File: config.mk
export PLATFORM = sky130hd
export DESIGN_NAME = cache_miss_ctrl
export DESIGN_NICKNAME = d
export VERILOG_FILES = /design/src/rtl/cache_pkg.sv /design/src/rtl/cache_line_buf.sv /design/src/rtl/cache_miss_ctrl.sv
export SDC_FILE = /design/constraint.sdc
export NUM_CORES = 1
export LEC_CHECK = 0
export CAP_MARGIN = 20
export CORE_AREA = 2 2 242 244
export CTS_BUF_LIST = sky130_fd_sc_hd__clkbuf_16
export DETAILED_ROUTE_END_ITERATION = 6
export DIE_AREA = 0 0 244 246
export PLACE_DENSITY = 0.64
export SYNTH_ARGS = -nofsm -noshare
export SYNTH_HDL_FRONTEND = slang
export SYNTH_SLANG_ARGS = --single-unit
File: constraint.sdc
create_clock -name clk -period 6.7 [get_ports clk]
set_clock_uncertainty 0.1 [all_clocks]
set_input_delay 1.005 -clock clk [delete_from_list [all_inputs] [get_ports clk]]
set_output_delay 1.005 -clock clk [all_outputs]
set_load 0.01 [all_outputs]
File: src/rtl/cache_pkg.sv
// Shared types and constants for the data-cache miss controller.
package cache_pkg;

  localparam int unsigned LINE_WORDS = 4;
  localparam int unsigned WORD_W     = 32;
  localparam int unsigned LINE_W     = LINE_WORDS * WORD_W;

  localparam logic [1:0] BS_WORD = 2'd0;
  localparam logic [1:0] BS_BYTE = 2'd1;
  localparam logic [1:0] BS_HALF = 2'd2;

  typedef enum logic [2:0] {
    ST_IDLE,
    ST_LOOKUP,
    ST_RESP,
    ST_WB,
    ST_FILL,
    ST_INSTALL
  } state_t;

  // The reserved size code 3 behaves like a full word.
  function automatic logic is_misaligned(input logic [1:0] size, input logic [1:0] lsb);
    case (size)
      BS_BYTE: is_misaligned = 1'b0;
      BS_HALF: is_misaligned = lsb[0];
      default: is_misaligned = (lsb != 2'b00);
    endcase
  endfunction

endpackage

File: src/rtl/cache_line_buf.sv
// Refill assembly register: one word written per accepted memory beat, word 0 in the LSBs.
module cache_line_buf
  import cache_pkg::*;
#(
  parameter int unsigned DATA_W     = 32,
  parameter int unsigned LINE_WORDS = 4,
  parameter int unsigned IDX_W      = 2
) (
  input  logic                         clk,
  input  logic                         rst,
  input  logic                         i_we,
  input  logic [IDX_W-1:0]             i_idx,
  input  logic [DATA_W-1:0]            i_wdata,
  output logic [DATA_W*LINE_WORDS-1:0] o_line
);

  logic [LINE_WORDS-1:0][DATA_W-1:0] r_words;

  always_ff @(posedge clk) begin
    if (rst) begin
      r_words <= '0;
    end else if (i_we) begin
      r_words[i_idx] <= i_wdata;
    end
  end

  assign o_line = r_words;

endmodule

File: src/rtl/cache_miss_ctrl.sv
// Request sequencer for one data cache: lookup, dirty-victim writeback, line refill,
// install and replay, with saturating miss/writeback statistics.
module cache_miss_ctrl
  import cache_pkg::*;
#(
  parameter int unsigned ADDR_W     = 32,
  parameter int unsigned DATA_W     = 32,
  parameter int unsigned LINE_WORDS = cache_pkg::LINE_WORDS,
  parameter int unsigned CNT_W      = 16
) (
  input  logic                         clk,
  input  logic                         rst,
  input  logic                         req_valid,
  output logic                         req_ready,
  input  logic                         req_write,
  input  logic [ADDR_W-1:0]            req_addr,
  input  logic [DATA_W-1:0]            req_wdata,
  input  logic [1:0]                   req_byte_size,
  output logic                         resp_valid,
  output logic                         resp_err,
  output logic [DATA_W-1:0]            resp_rdata,
  output logic [ADDR_W-1:0]            cache_addr,
  output logic [DATA_W-1:0]            cache_wdata,
  output logic [1:0]                   cache_byte_size,
  output logic                         cache_rd,
  output logic                         cache_wr,
  output logic                         cache_fill,
  output logic [DATA_W*LINE_WORDS-1:0] cache_fill_data,
  input  logic                         cache_hit,
  input  logic                         cache_dirty,
  input  logic [DATA_W-1:0]            cache_rdata,
  input  logic [ADDR_W-1:0]            cache_victim_addr,
  input  logic [DATA_W*LINE_WORDS-1:0] cache_victim_data,
  output logic                         mem_req,
  output logic                         mem_we,
  output logic [ADDR_W-1:0]            mem_addr,
  output logic [DATA_W-1:0]            mem_wdata,
  input  logic                         mem_ready,
  input  logic [DATA_W-1:0]            mem_rdata,
  output logic [CNT_W-1:0]             miss_cnt,
  output logic [CNT_W-1:0]             wb_cnt
);

  localparam int unsigned IDX_W = (LINE_WORDS > 1) ? $clog2(LINE_WORDS) : 1;
  localparam int unsigned OFF_W = IDX_W + 2;
  localparam logic [IDX_W-1:0] LAST_IDX = IDX_W'(LINE_WORDS - 1);

  state_t                            r_state;
  logic                              r_write;
  logic [IDX_W-1:0]                  r_idx;
  logic [ADDR_W-1:0]                 r_victim_addr;
  logic [LINE_WORDS-1:0][DATA_W-1:0] r_victim_data;

  logic [IDX_W-1:0]  w_idx_nxt;
  logic [ADDR_W-1:0] w_word_off;
  logic [ADDR_W-1:0] w_line_base;
  logic [DATA_W-1:0] w_load_data;
  logic              w_buf_we;

  // cache_addr doubles as the latched request address.
  assign w_idx_nxt   = r_idx + IDX_W'(1);
  assign w_word_off  = ADDR_W'({w_idx_nxt, 2'b00});
  assign w_line_base = {cache_addr[ADDR_W-1:OFF_W], OFF_W'(0)};
  assign w_buf_we    = (r_state == ST_FILL) && mem_ready;

  always_comb begin
    w_load_data = cache_rdata;
    case (cache_byte_size)
      BS_BYTE: w_load_data = DATA_W'(cache_rdata[7:0]);
      BS_HALF: w_load_data = DATA_W'(cache_rdata[15:0]);
      default: w_load_data = cache_rdata;
    endcase
  end

  cache_line_buf #(
    .DATA_W    (DATA_W),
    .LINE_WORDS(LINE_WORDS),
    .IDX_W     (IDX_W)
  ) u_line_buf (
    .clk    (clk),
    .rst    (rst),
    .i_we   (w_buf_we),
    .i_idx  (r_idx),
    .i_wdata(mem_rdata),
    .o_line (cache_fill_data)
  );

  always_ff @(posedge clk) begin
    if (rst) begin
      r_state         <= ST_IDLE;
      r_write         <= 1'b0;
      r_idx           <= '0;
      r_victim_addr   <= '0;
      r_victim_data   <= '0;
      req_ready       <= 1'b1;
      resp_valid      <= 1'b0;
      resp_err        <= 1'b0;
      resp_rdata      <= '0;
      cache_addr      <= '0;
      cache_wdata     <= '0;
      cache_byte_size <= '0;
      cache_rd        <= 1'b0;
      cache_wr        <= 1'b0;
      cache_fill      <= 1'b0;
      mem_req         <= 1'b0;
      mem_we          <= 1'b0;
      mem_addr        <= '0;
      mem_wdata       <= '0;
      miss_cnt        <= '0;
      wb_cnt          <= '0;
    end else begin
      resp_valid <= 1'b0;
      cache_rd   <= 1'b0;
      cache_wr   <= 1'b0;
      cache_fill <= 1'b0;
      case (r_state)
        ST_IDLE: begin
          if (req_valid) begin
            cache_addr      <= req_addr;
            cache_wdata     <= req_wdata;
            cache_byte_size <= req_byte_size;
            r_write         <= req_write;
            req_ready       <= 1'b0;
            if (is_misaligned(req_byte_size, req_addr[1:0])) begin
              resp_valid <= 1'b1;
              resp_err   <= 1'b1;
              resp_rdata <= '0;
              r_state    <= ST_RESP;
            end else begin
              resp_err <= 1'b0;
              cache_rd <= ~req_write;
              cache_wr <= req_write;
              r_state  <= ST_LOOKUP;
            end
          end
        end
        ST_LOOKUP: begin
          if (cache_hit) begin
            resp_valid <= 1'b1;
            resp_rdata <= r_write ? '0 : w_load_data;
            r_state    <= ST_RESP;
          end else begin
            r_idx   <= '0;
            mem_req <= 1'b1;
            if (cache_dirty) begin
              r_victim_addr <= cache_victim_addr;
              r_victim_data <= cache_victim_data;
              mem_we        <= 1'b1;
              mem_addr      <= cache_victim_addr;
              mem_wdata     <= cache_victim_data[DATA_W-1:0];
              r_state       <= ST_WB;
            end else begin
              mem_we   <= 1'b0;
              mem_addr <= w_line_base;
              r_state  <= ST_FILL;
            end
          end
        end
        ST_RESP: begin
          req_ready <= 1'b1;
          r_state   <= ST_IDLE;
        end
        ST_WB: begin
          if (mem_ready) begin
            if (r_idx == LAST_IDX) begin
              r_idx     <= '0;
              mem_we    <= 1'b0;
              mem_addr  <= w_line_base;
              mem_wdata <= '0;
              if (wb_cnt != '1) wb_cnt <= wb_cnt + CNT_W'(1);
              r_state   <= ST_FILL;
            end else begin
              r_idx     <= w_idx_nxt;
              mem_addr  <= r_victim_addr + w_word_off;
              mem_wdata <= r_victim_data[w_idx_nxt];
            end
          end
        end
        ST_FILL: begin
          if (mem_ready) begin
            if (r_idx == LAST_IDX) begin
              r_idx      <= '0;
              mem_req    <= 1'b0;
              cache_fill <= 1'b1;
              r_state    <= ST_INSTALL;
            end else begin
              r_idx    <= w_idx_nxt;
              mem_addr <= w_line_base + w_word_off;
            end
          end
        end
        ST_INSTALL: begin
          // Replay the original access; it now hits the installed line.
          if (miss_cnt != '1) miss_cnt <= miss_cnt + CNT_W'(1);
          cache_rd <= ~r_write;
          cache_wr <= r_write;
          r_state  <= ST_LOOKUP;
        end
        default: r_state <= ST_IDLE;
      endcase
    end
  end

endmodule
Fig. 1: run 1, cell area per tile
The die is cut into 24 by 25 equal tiles; white is low, dark blue is high, 0 to 100% covered.
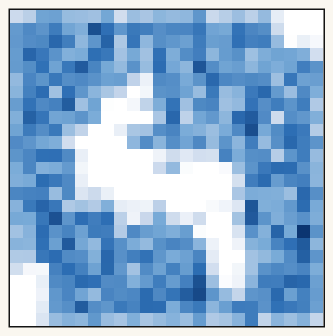
- densest ninth of the die: top left
- tiles over 75% full: 8.7%
- emptiest ninth of the die: middle
Core Util, Final: 0.502
fp util: 0.355

Fig. 2: run 1, routed clock nets over the placement
Bar = 50 um.
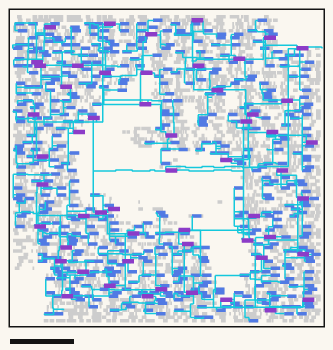
- clock drivers: purple (count 55)
- flip-flops: blue (count 496)
- clock wires: cyan (length 6480 um)
- flops lie: spread over the die
- routed clock nets: 56
Clock group: 2.77 mW
Clock Power Share: 0.415
Skew-Pair Late Insertion Delay: 0.60 ns

Fig. 3: run 1, cell placement
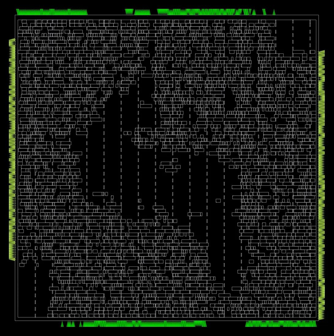
Tap Cells: 765
FFs & Latches: 496
register fraction of the total cell area: 0.345

==> deck_impl_summary.md, run 1 <==
Flow Results at a Glance

Cells and area
  – Most used logic cell in the final layout: nand2_1
  – Design area: 28800 um2
  – Top Layout Cells: nand2_1 (750), clkdlybuf4s50_1 (624), dfxtp_1 (495)
  – Final std cells w/o fill: 3832

Place
  – DP HPWL: 52.7 mm
  – Placement Setup Slack: 2.39 ns
  – Dpl cell area: 27100 um2
  – PortBufs: 626

Floorplanning
  – Ports: 627
  – Chip Width: 244 um
  – Die height: 246 um
  – Core box area: 57400 um2
  – # rows: 88

Synth
  – Mapped Cells: 2487
  – Post-synth top cells: nand2_1 (751), dfxtp_1 (496), a21oi_1 (397)
  – Area contributors post-synth: dfxtp_1 (49%), nand2_1 (14%), a21oi_1 (9.8%)
  – Synth flops: 496
  – Dominant cell area share: 0.488
  – Comb area leader: simple AND/OR/NAND/NOR gates
  – Yosys xor share: 0.0155
  – Count of cell types in the netlist: 65
  – EDFF count, synth: 0
  – Count leader, synth: nand2_1
  – Top FF cell, synth: dfxtp_1
  – Synthesized Nets: 2795

Routing
  – Router iterations before antenna repair: 5
  – WL/cell: 19.8 um
  – Post-Route WL: 75.9 mm

Critical path
  – Worst reg-to-reg path cell count: 9
  – Critical path endpoint category: register
  – Setup CP Type: reg2reg
  – Critical Path Fanout Max: 36

Outcome
  – Status: finished, final reports clean

Timing
  – Final period util: 0.640

Pwr
  – Internal: 4.98 mW
  – Net Sw Frac: 0.254

Global route
  – Largest net degree at the start of global routing: 143
  – Number of global-route vias before repair: 19300
  – Total grt overflow: 0

Worst hold path
  – Hold Path Class: reg2reg

Clock tree
  – Worst-path clk slew: 0.06 ns
  – Clk sinks: 496

Job
  – Log Warnings: 35
## run 1: critical path, stage by stage, from the launching register on
cell,delay (ns)
dfxtp_1,0.40
inv_1,0.09
ha_2,1.03
inv_1,0.15
fa_1,0.48
nand2b_1,0.21
or4_1,0.81
or3_1,0.45
a31o_1,0.22
a311oi_2,0.23
## run 1: layout make-up
type                            instances  area [um2]
Fill cell                            5387       28600
Sequential cell                       496        9930
Multi-Input combinational cell       1780        9650
Timing Repair Buffer                  656        6500
Clock buffer                           56        1400
Tap cell                              765         957
Clock inverter                         43         234
Inverter                               21        78.8
Antenna cell                           15        37.5
## run 1: how the worst max path moves through the flow
| stage | depth (start not counted) | from | slack, ns | endpoint |
|---|---|---|---|---|
| 5_1_grt | 9 | r_idx[1] | 2.21 | mem_addr[24] |
| 3_3_place_gp | 9 | r_idx[1] | 2.48 | mem_addr[24] |
| 3_5_place_dp | 9 | r_idx[1] | 2.39 | mem_addr[24] |
| 6_report | 9 | r_idx[1] | 2.41 | mem_addr[24] |
| 4_1_cts | 9 | r_idx[1] | 2.35 | mem_addr[24] |
| 2_1_floorplan | 14 | r_idx[0] | 2.42 | mem_addr[24] |
## run 1: power by group through the flow
stage | registers, mW | logic, mW | clock network (mW)
floorplan | 3.19 | 0.319 | 0
global placement | 3.17 | 0.779 | 0
detailed placement | 3.18 | 0.789 | 0
CTS | 3.11 | 0.793 | 2.84
global route | 3.12 | 0.853 | 2.95
finish | 3.11 | 0.790 | 2.77
## run 1: metal layers
layer  wire length (um)  global-route usage  part of all wire
met5                 95                   0            0.0013
met4               2430              0.0924             0.032
met3               6510              0.0675             0.086
met2              36700               0.409              0.48
met1              30100               0.291              0.40
==> inputs of run 2 (changes only) <==
Settings changed: CORE_AREA 2 2 242 244 to 2 2 245 247, DIE_AREA 0 0 244 246 to 0 0 247 249, PLACE_DENSITY 0.64 to 0.63.
Clock period 6.7 ns to 4.4 ns, I/O delays scaled along.
Fig. 4: run 2, cell area per tile
The die is cut into 25 by 25 equal tiles; white is low, dark blue is high, 0 to 100% covered.
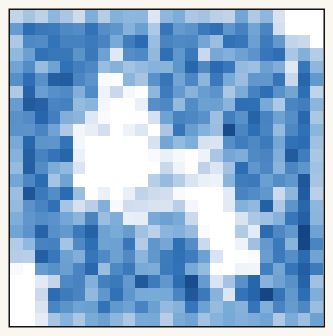
core box area: 58700 um2
Core Util, Final: 0.494
fp util: 0.347

==> deck_impl_summary.md, run 2 <==
Flow Results at a Glance

Place
  – PortBufs: 626
  – DP HPWL: 54.4 mm

Synth
  – Top FF cell, synth: dfxtp_1
  – Synth flops: 496
  – EDFF count, synth: 0
  – Count of cell types in the netlist: 65
  – Synthesized Nets: 2795
  – Count leader, synth: nand2_1
  – Area contributors post-synth: dfxtp_1 (49%), nand2_1 (14%), a21oi_1 (9.8%)
  – Dominant cell area share: 0.488
  – Mapped Cells: 2487

Critical path
  – Most common cell on crit path: inv_1
  – Critical path buffers and inverters: 2
  – Setup CP Type: reg2reg
  – CP max-delay cell: or4_1
  – Critical Path Max Stage Delay: 0.80 ns
  – Critical path endpoint category: register
  – CP top delay family: simple AND/OR/NAND/NOR gates

Pwr
  – Net Sw Frac: 0.253
  – Clock Power Share: 0.425
  – Internal: 7.74 mW

Clock tree
  – Skew-Pair Late Insertion Delay: 0.60 ns
  – Worst-path clk slew: 0.06 ns
  – Clk sinks: 496

Cells and area
  – Register fraction of the total cell area: 0.343
  – MI comb cells: 1780
  – Top Layout Cells: nand2_1 (750), clkdlybuf4s50_1 (625), dfxtp_1 (495)
  – Design area: 29000 um2
  – Comb area: 9650 um2
  – Clkbuf count: 55
  – Logic inverters: 21
  – Layout fillers: 5477
  – Leading cell kind: registers
  – Final std cells w/o fill: 3846
  – Flop area: 9930 um2
  – Clock buf/inv share: 0.0584
  – NonClk Buf Share: 0.229
  – Non-clk bufs: 666

Worst hold path
  – Hold Path Class: in2reg

Outcome
  – Status: finished, final reports clean

Global route
  – Largest net degree at the start of global routing: 225

Floorplanning
  – Ports: 627
  – # rows: 89
  – Tap Cells: 773
Fig. 5: run 2, metal 3
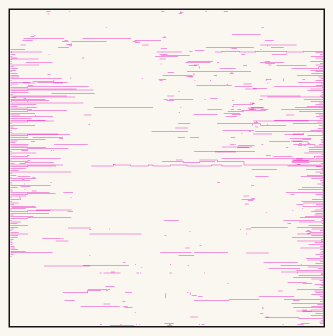
- share of all routed wire: 8.2%
- longest straight run: 72.9 um
- main direction: horizontal
- wire length on this layer: 6420 um
Via Count: 20300
met3 usage: 0.0609
Post-Route WL: 77.9 mm

-- run 2: cell counts after synthesis --
No cell type changed its count.
-- run 2: worst max-delay path by stage --
| stage | start | to | cells past startpoint |
|---|---|---|---|
| 5_1_grt | r_idx[0] | wb_cnt[13] | 7 |
| 3_5_place_dp | r_idx[1] | mem_addr[24] | 9 |
| 2_1_floorplan | r_idx[0] | mem_addr[24] | 14 |
| 3_3_place_gp | r_idx[1] | mem_addr[24] | 9 |
| 6_report | r_idx[1] | mem_addr[24] | 9 |
| 4_1_cts | r_idx[1] | mem_addr[24] | 9 |
-- run 2: per-layer routing --
layer  share of wire  vias up  routed length, um  track usage
met3           0.082      168               6420       0.0609
met1            0.40     9676              31000        0.292
met4           0.040        6               3090        0.106
met5         0.00053        -                 41            0
li1                -     9646                  -            -
met2            0.48      785              37400        0.409
-- run 2: cell families after synthesis --
logic type / synth area share
XOR/XNOR: 0.0155
multiplexers: 0.0389
buffers and inverters: 0.0405
AND/OR/NAND/NOR: 0.213
adder cells (fa/ha/maj): 0.00713
AND-OR/OR-AND: 0.197
flip-flops: 0.488
-- run 2: power groups by stage --
| stage | combinational, mW | sequential [mW] | clock, mW |
|---|---|---|---|
| 2_1_floorplan | 0.486 | 4.85 | 0 |
| 3_3_place_gp | 1.20 | 4.84 | 0 |
| 3_5_place_dp | 1.22 | 4.84 | 0 |
| 4_1_cts | 1.22 | 4.74 | 4.51 |
| 5_1_grt | 1.31 | 4.76 | 4.70 |
| 6_report | 1.22 | 4.74 | 4.40 |
-- run 2: worst reg2reg max path, stage by stage (launching register included) --
cell and delay, ns:
dfxtp_1 0.38, inv_1 0.10, ha_2 0.33, inv_1 0.05, fa_1 0.43, nand2b_1 0.22, or4_1 0.80, or3_1 0.46
a31o_1 0.22, a311oi_2 0.25
==> inputs of run 3 (changes only) <==
Settings changed: CORE_AREA 2 2 245 247 to 2 2 241 243, DIE_AREA 0 0 247 249 to 0 0 243 245, PLACE_DENSITY 0.63 to 0.67.
Clock period 4.4 ns to 2.9 ns, I/O delays scaled along.
Fig. 6: run 3, cell area per tile
The die is cut into 24 by 24 equal tiles; white is low, dark blue is high, 0 to 100% covered.
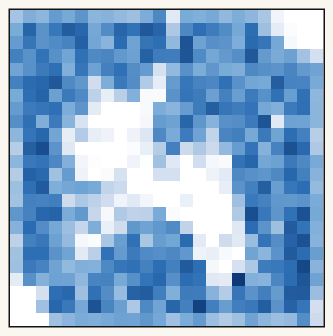
- nearly empty tiles: 10%
- tiles over 75% full: 12%
- emptiest ninth of the die: middle
Core Util, Final: 0.514
fp util: 0.357
core box area: 57000 um2

==> deck_impl_summary.md, run 3 <==
Flow Results at a Glance

Routing
  – WL met1: 30.2 mm
  – Via Count: 20400

Synth
  – Yosys xor share: 0.0155
  – Adders+Majority by Area: 0.00713
  – Simple Share, Synth: 0.213
  – Comb area leader: simple AND/OR/NAND/NOR gates
  – Post-synth top cells: nand2_1 (751), dfxtp_1 (496), a21oi_1 (397)
  – Top FF cell, synth: dfxtp_1

Critical path
  – Setup CP Type: reg2reg
  – Cell breakdown of the critical path: inv_6 -> ha_4 -> inv_2 -> fa_2 -> nand2b_4 -> or4_4 -> or3_1 -> a31o_1 -> a311oi_2

Global route
  – Met3 usage: 0.0607
  – Met2 GRT Util: 0.417

Clock tree
  – Skew-Pair Late Insertion Delay: 0.60 ns
  – Worst-path clk slew: 0.06 ns

Pwr
  – Combinational gate power: 1.89 mW
  – Internal: 11.9 mW

Cells and area
  – Most used logic cell in the final layout: nand2_1
  – Comb area: 9700 um2
  – Leading cell kind: registers
  – Clock buf/inv share: 0.0594
  – NonClk Buf Share: 0.235

Outcome
  – Status: finished, final reports clean

Timing
  – Final period util: 0.982

Worst hold path
  – Hold Path Class: in2reg
Fig. 7: run 3, ports around the boundary
Pins as bars across the die edge, other pins in grey.
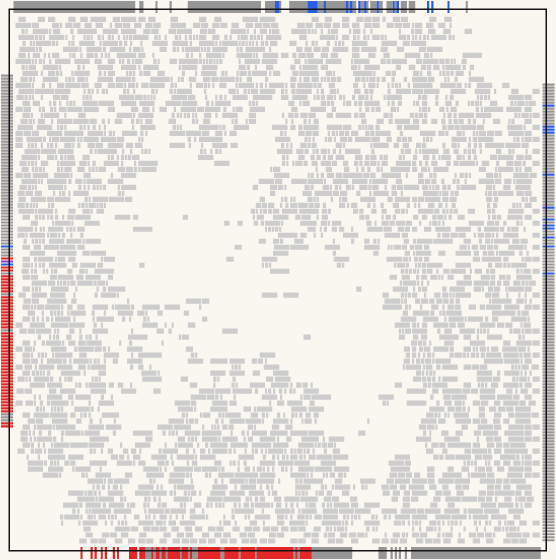
- `mem_addr`: blue (pins 32; direction output; edge 18 top, 12 right, 2 left)
- `cache_victim_data`: red (pins 128; direction input; edge 79 bottom, 49 left)
- `rst`: purple (pins 1; direction input; edge left)
die height: 245 um
PortBufs: 626
Chip Width: 243 um

## run 3: cell counts after synthesis
No cell type changed its count.
## run 3: cells by family (layout without fill, tap and decap cells)
kind of cell,after synthesis,count (layout)
muxes,39,39
buffers and inverters,211,811
DFF,496,496
xor gates and xnor gates,36,36
and+or+nand+nor,1036,1036
adders and majority gates,11,11
AOI/OAI and AO/OA,658,658
other,0,14
## run 3: final timing paths
path                             to             startpoint  slack (ns)  depth (start not counted)
setup / recovery       mem_addr[24]               r_idx[0]        0.05                          9
hold / removal    r_victim_data[53]  cache_victim_data[53]        0.28                          3
setup reg to reg       mem_addr[24]               r_idx[0]        0.05                          9
hold reg to reg   r_victim_data[77]      r_victim_data[77]        0.35                          2
## run 3: repair_timing
| item | in CTS | in global routing |
|---|---|---|
| pin swaps | 0 | 1 |
| endpoints found under the setup margin | 3 | 4 |
| hold buffers | 1 | 0 |
| gates resized | 1 | 6 |
| endpoints found under the hold margin | 3 | 0 |
| cloned | 0 | 0 |
| setup buffers | 0 | 1 |
## run 3: critical path: cells and delay by family, from the launching register on
kind	cells	cell delay, ns
compound gates	2	0.46
fa+ha+maj	2	0.63
buf+inv	2	0.08
flops	1	0.37
simple gates	3	1.13
## run 3: per-stage QoR
step | hold slack (ns) | setup WS, ns | setup TNS (ns) | instance area [um2] | std cells
final | 0.283 | 0.0515 | 0 | 29300 | 3866
after global routing | 0.273 | 0.000776 | 0 | 29300 | 3864
after CTS | 0.242 | 0.0207 | 0 | 29300 | 3851
after detailed placement | 0.344 | -0.0367 | -0.0637 | 27500 | 3750
after global placement | 0.340 | -0.0352 | -0.0652 | 27500 | 3750
after floorplan | 0.333 | -0.381 | -2.23 | 20400 | 2487
Power figures rest on the tool's default switching activity, not on a simulated workload.
